--- src/rtl/synapse_accumulator.sv ---
// Time-multiplexed binary-weight synapse accumulator: sums LANES spike x (+/-1) terms
// per cycle and returns the signed dot product and active-spike count of one vector.
module synapse_accumulator #(
    parameter int N_INPUTS = 32,
    parameter int LANES    = 8,
    parameter int SUM_W    = $clog2(N_INPUTS + 1) + 1
) (
    input  logic                    clk,
    input  logic                    reset,
    input  logic                    in_valid,
    output logic                    in_ready,
    input  logic [N_INPUTS-1:0]     spikes,
    input  logic [N_INPUTS-1:0]     weights,
    input  logic                    abort,
    output logic                    out_valid,
    input  logic                    out_ready,
    output logic signed [SUM_W-1:0] out_sum,
    output logic [SUM_W-1:0]        out_active
);

    localparam int BEATS  = N_INPUTS / LANES;
    localparam int BEAT_W = (BEATS > 1) ? $clog2(BEATS) : 1;
    localparam logic [BEAT_W-1:0] LAST_BEAT = BEAT_W'(BEATS - 1);
    localparam logic signed [SUM_W-1:0] TERM_POS = SUM_W'(1);
    localparam logic signed [SUM_W-1:0] TERM_NEG = '1;

    typedef enum logic [1:0] {
        IDLE,
        ACCUM,
        DONE
    } state_t;

    state_t state, state_next;

    logic [N_INPUTS-1:0]     spikes_p0;
    logic [N_INPUTS-1:0]     weights_p0;
    logic [BEAT_W-1:0]       beat_p0;
    logic signed [SUM_W-1:0] acc_sum_p1;
    logic [SUM_W-1:0]        acc_active_p1;

    logic [LANES-1:0]        lane_spikes;
    logic [LANES-1:0]        lane_weights;
    logic signed [SUM_W-1:0] beat_sum;
    logic [SUM_W-1:0]        beat_active;
    logic signed [SUM_W-1:0] next_sum;
    logic [SUM_W-1:0]        next_active;
    logic                    accept;
    logic                    last_beat;

    // Silent synapses contribute nothing; a firing one adds +1 or -1 by its weight bit.
    function automatic logic signed [SUM_W-1:0] lane_term_sum(
        input logic [LANES-1:0] s,
        input logic [LANES-1:0] w
    );
        logic signed [SUM_W-1:0] total;
        total = '0;
        for (int i = 0; i < LANES; i++) begin
            if (s[i]) begin
                total = w[i] ? (total + TERM_POS) : (total + TERM_NEG);
            end
        end
        return total;
    endfunction

    function automatic logic [SUM_W-1:0] lane_popcount(input logic [LANES-1:0] s);
        logic [SUM_W-1:0] count;
        count = '0;
        for (int i = 0; i < LANES; i++) begin
            count = count + SUM_W'(s[i]);
        end
        return count;
    endfunction

    assign lane_spikes  = spikes_p0[beat_p0 * LANES +: LANES];
    assign lane_weights = weights_p0[beat_p0 * LANES +: LANES];
    assign beat_sum     = lane_term_sum(lane_spikes, lane_weights);
    assign beat_active  = lane_popcount(lane_spikes);
    assign next_sum     = acc_sum_p1 + beat_sum;
    assign next_active  = acc_active_p1 + beat_active;
    assign last_beat    = (beat_p0 == LAST_BEAT);
    assign accept       = (state == IDLE) && in_valid && !abort;

    always_ff @(posedge clk or posedge reset) begin
        if (reset) begin
            state <= IDLE;
        end else begin
            state <= state_next;
        end
    end

    always_comb begin
        state_next = state;
        in_ready   = 1'b0;
        out_valid  = 1'b0;
        case (state)
            IDLE: begin
                in_ready = 1'b1;
                if (in_valid) state_next = ACCUM;
            end
            ACCUM: begin
                if (last_beat) state_next = DONE;
            end
            DONE: begin
                out_valid = 1'b1;
                if (out_ready) state_next = IDLE;
            end
            default: state_next = IDLE;
        endcase
        // Cancellation overrides acceptance and consumption alike.
        if (abort) state_next = IDLE;
    end

    // p0: latched input vectors and beat index; p1: running sum/count; outputs held after DONE.
    always_ff @(posedge clk or posedge reset) begin
        if (reset) begin
            spikes_p0     <= '0;
            weights_p0    <= '0;
            beat_p0       <= '0;
            acc_sum_p1    <= '0;
            acc_active_p1 <= '0;
            out_sum       <= '0;
            out_active    <= '0;
        end else if (abort) begin
            beat_p0       <= '0;
            acc_sum_p1    <= '0;
            acc_active_p1 <= '0;
        end else if (accept) begin
            spikes_p0     <= spikes;
            weights_p0    <= weights;
            beat_p0       <= '0;
            acc_sum_p1    <= '0;
            acc_active_p1 <= '0;
        end else if (state == ACCUM) begin
            acc_sum_p1    <= next_sum;
            acc_active_p1 <= next_active;
            if (last_beat) begin
                beat_p0    <= '0;
                out_sum    <= next_sum;
                out_active <= next_active;
            end else begin
                beat_p0 <= beat_p0 + BEAT_W'(1);
            end
        end
    end

endmodule

--- config.mk ---
export PLATFORM = sky130hd
export DESIGN_NAME = synapse_accumulator
export DESIGN_NICKNAME = d
export VERILOG_FILES = /design/src/rtl/synapse_accumulator.sv
export SDC_FILE = /design/constraint.sdc
export NUM_CORES = 1
export LEC_CHECK = 0
export CAP_MARGIN = 40
export CELL_PAD_IN_SITES_DETAIL_PLACEMENT = 1
export CELL_PAD_IN_SITES_GLOBAL_PLACEMENT = 1
export CORE_UTILIZATION = 48
export CTS_CLUSTER_SIZE = 30
export DETAILED_ROUTE_END_ITERATION = 10
export PLACE_DENSITY_LB_ADDON = 0.1
export SKIP_LAST_GASP = 1
export SYNTH_ARGS = -nofsm -noshare
export SYNTH_HDL_FRONTEND = slang
export SYNTH_SLANG_ARGS = --single-unit
--- constraint.sdc ---
create_clock -name clk -period 24.3 [get_ports clk]
set_input_delay 2.43 -clock clk [delete_from_list [all_inputs] [get_ports clk]]
set_output_delay 2.43 -clock clk [all_outputs]
set_load 0.05 [all_outputs]
Figure 1. Pin map.
Drawn at 4 px/micron. Pins as bars across the die edge, other pins in grey.
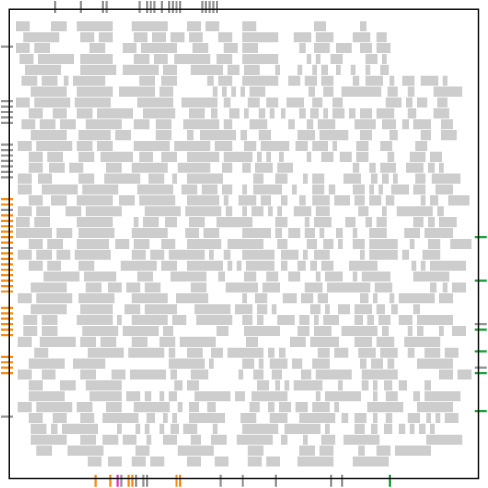
port	colour	pins	direction	edge
`out_ready`	magenta	1	input	bottom
`out_active`	green	7	output	6 right, 1 bottom
`weights`	orange	32	input	26 left, 6 bottom
Die X: 117 microns
IO Port Bufs: 84

Figure 2. Cells by drive strength.
Drawn at 4 px/micron.
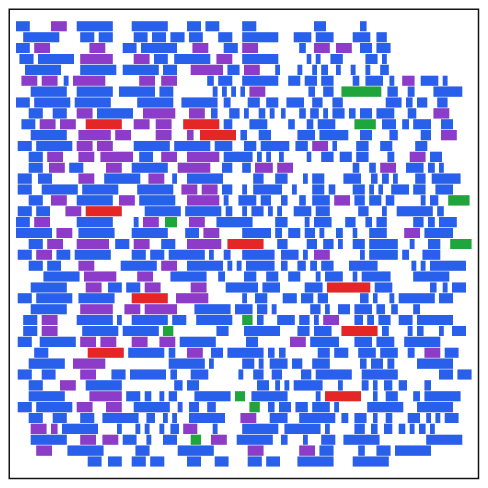
size	colour	cells	share
drive 6 and up	red	10	1.6%
drive 3 to 4	green	10	1.6%
drive 2	purple	105	17%
drive 1 or less	blue	508	80%
Buffers excl. clock: 89
cell area after layout: 7640 sq um
Final WS setup: 14.11 ns

Figure 3. Port wiring.
Drawn at 2 px/micron.
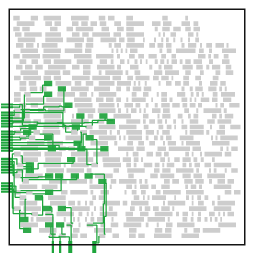
port	colour	bits	direction	end cells	buffers	wire
`weights`	green	32	input	32	32	1000 microns
I/O pins: 85

==> deck_impl_summary.md <==
Implementation Results

Floorplan
  – Chip area: roughly 14000 sq um
  – Starting Density: 49.7%
  – Core area: 12800 sq um

Worst setup path
  – WS Path Type: reg -> reg
  – R2r endpoint: acc_sum_p1[6]
  – Crit path to: acc_sum_p1[6]

Placed design
  – Pre-CTS setup slack: 14.14 ns
  – Placed cell count: 790

Synthesis
  – Ao+oa area frac: 11.0%
  – Most frequent cell after synthesis: dfrtp_1
  – Yosys chip area: 6340 sq um
  – Cells after Synth: between 500 and 600
  – Area leader share: 37.9%

Timing
  – Final setup TNS: 0 ns
  – Hold Fails Final Rpt: 0
  – F_max: 98.1 MHz
  – Clock skew: 0.00709 ns
  – Final count of negative-setup-slack endpoints: 0
  – WHS: 0.478 ns
  – Slew Limit Fails: 0

Finish
  – Layout Utilization: 59.8%
  – Combinational share of cell area: 48.7%
  – Finished Layout Cells: 805

Run
  – Max-Cap Viols: 0

Outcome
  – Result of the run: completed

Drt
  – ANT nets after route: 0

Global route
  – Overflow after GRT: 0
  – Largest net degree at the start of global routing: between 60 and 70
  – Met3 GRT Util: about 5.6%
  – Grt met2 use: a little over two fifths
  – Overall Global Routing Usage: 24.6%

Clock tree
  – Post-cts resize count: 0
  – CTS buffer count: 9

Worst hold path
  – Hold path startpoint: out_active[2]
==> flip-flops by register name, summed over array words and instances (netlist names) <==
| register | flops |
|---|---|
| spikes_p0 | 32 |
| out_sum | 7 |
| beat_p0 | 2 |
| acc_active_p1 | 7 |
| acc_sum_p1 | 7 |
| state | 2 |
| weights_p0 | 32 |
| out_active | 7 |
==> worst min path at each step <==
stage / endpoint / slack (ns)
6_report: out_active[2] / 0.48
5_1_grt: acc_active_p1[6] / 0.52
4_1_cts: out_active[2] / 0.48
3_5_place_dp: out_active[2] / 0.47
3_3_place_gp: out_active[2] / 0.46
2_1_floorplan: acc_active_p1[1] / 0.46
==> worst min-delay path, delay by kind of cell, from the launching register on <==
family / cells / cell delay (ns)
AND-OR/OR-AND: 1 / 0.06
flip-flops: 1 / 0.34
AND/OR/NAND/NOR: 1 / 0.05
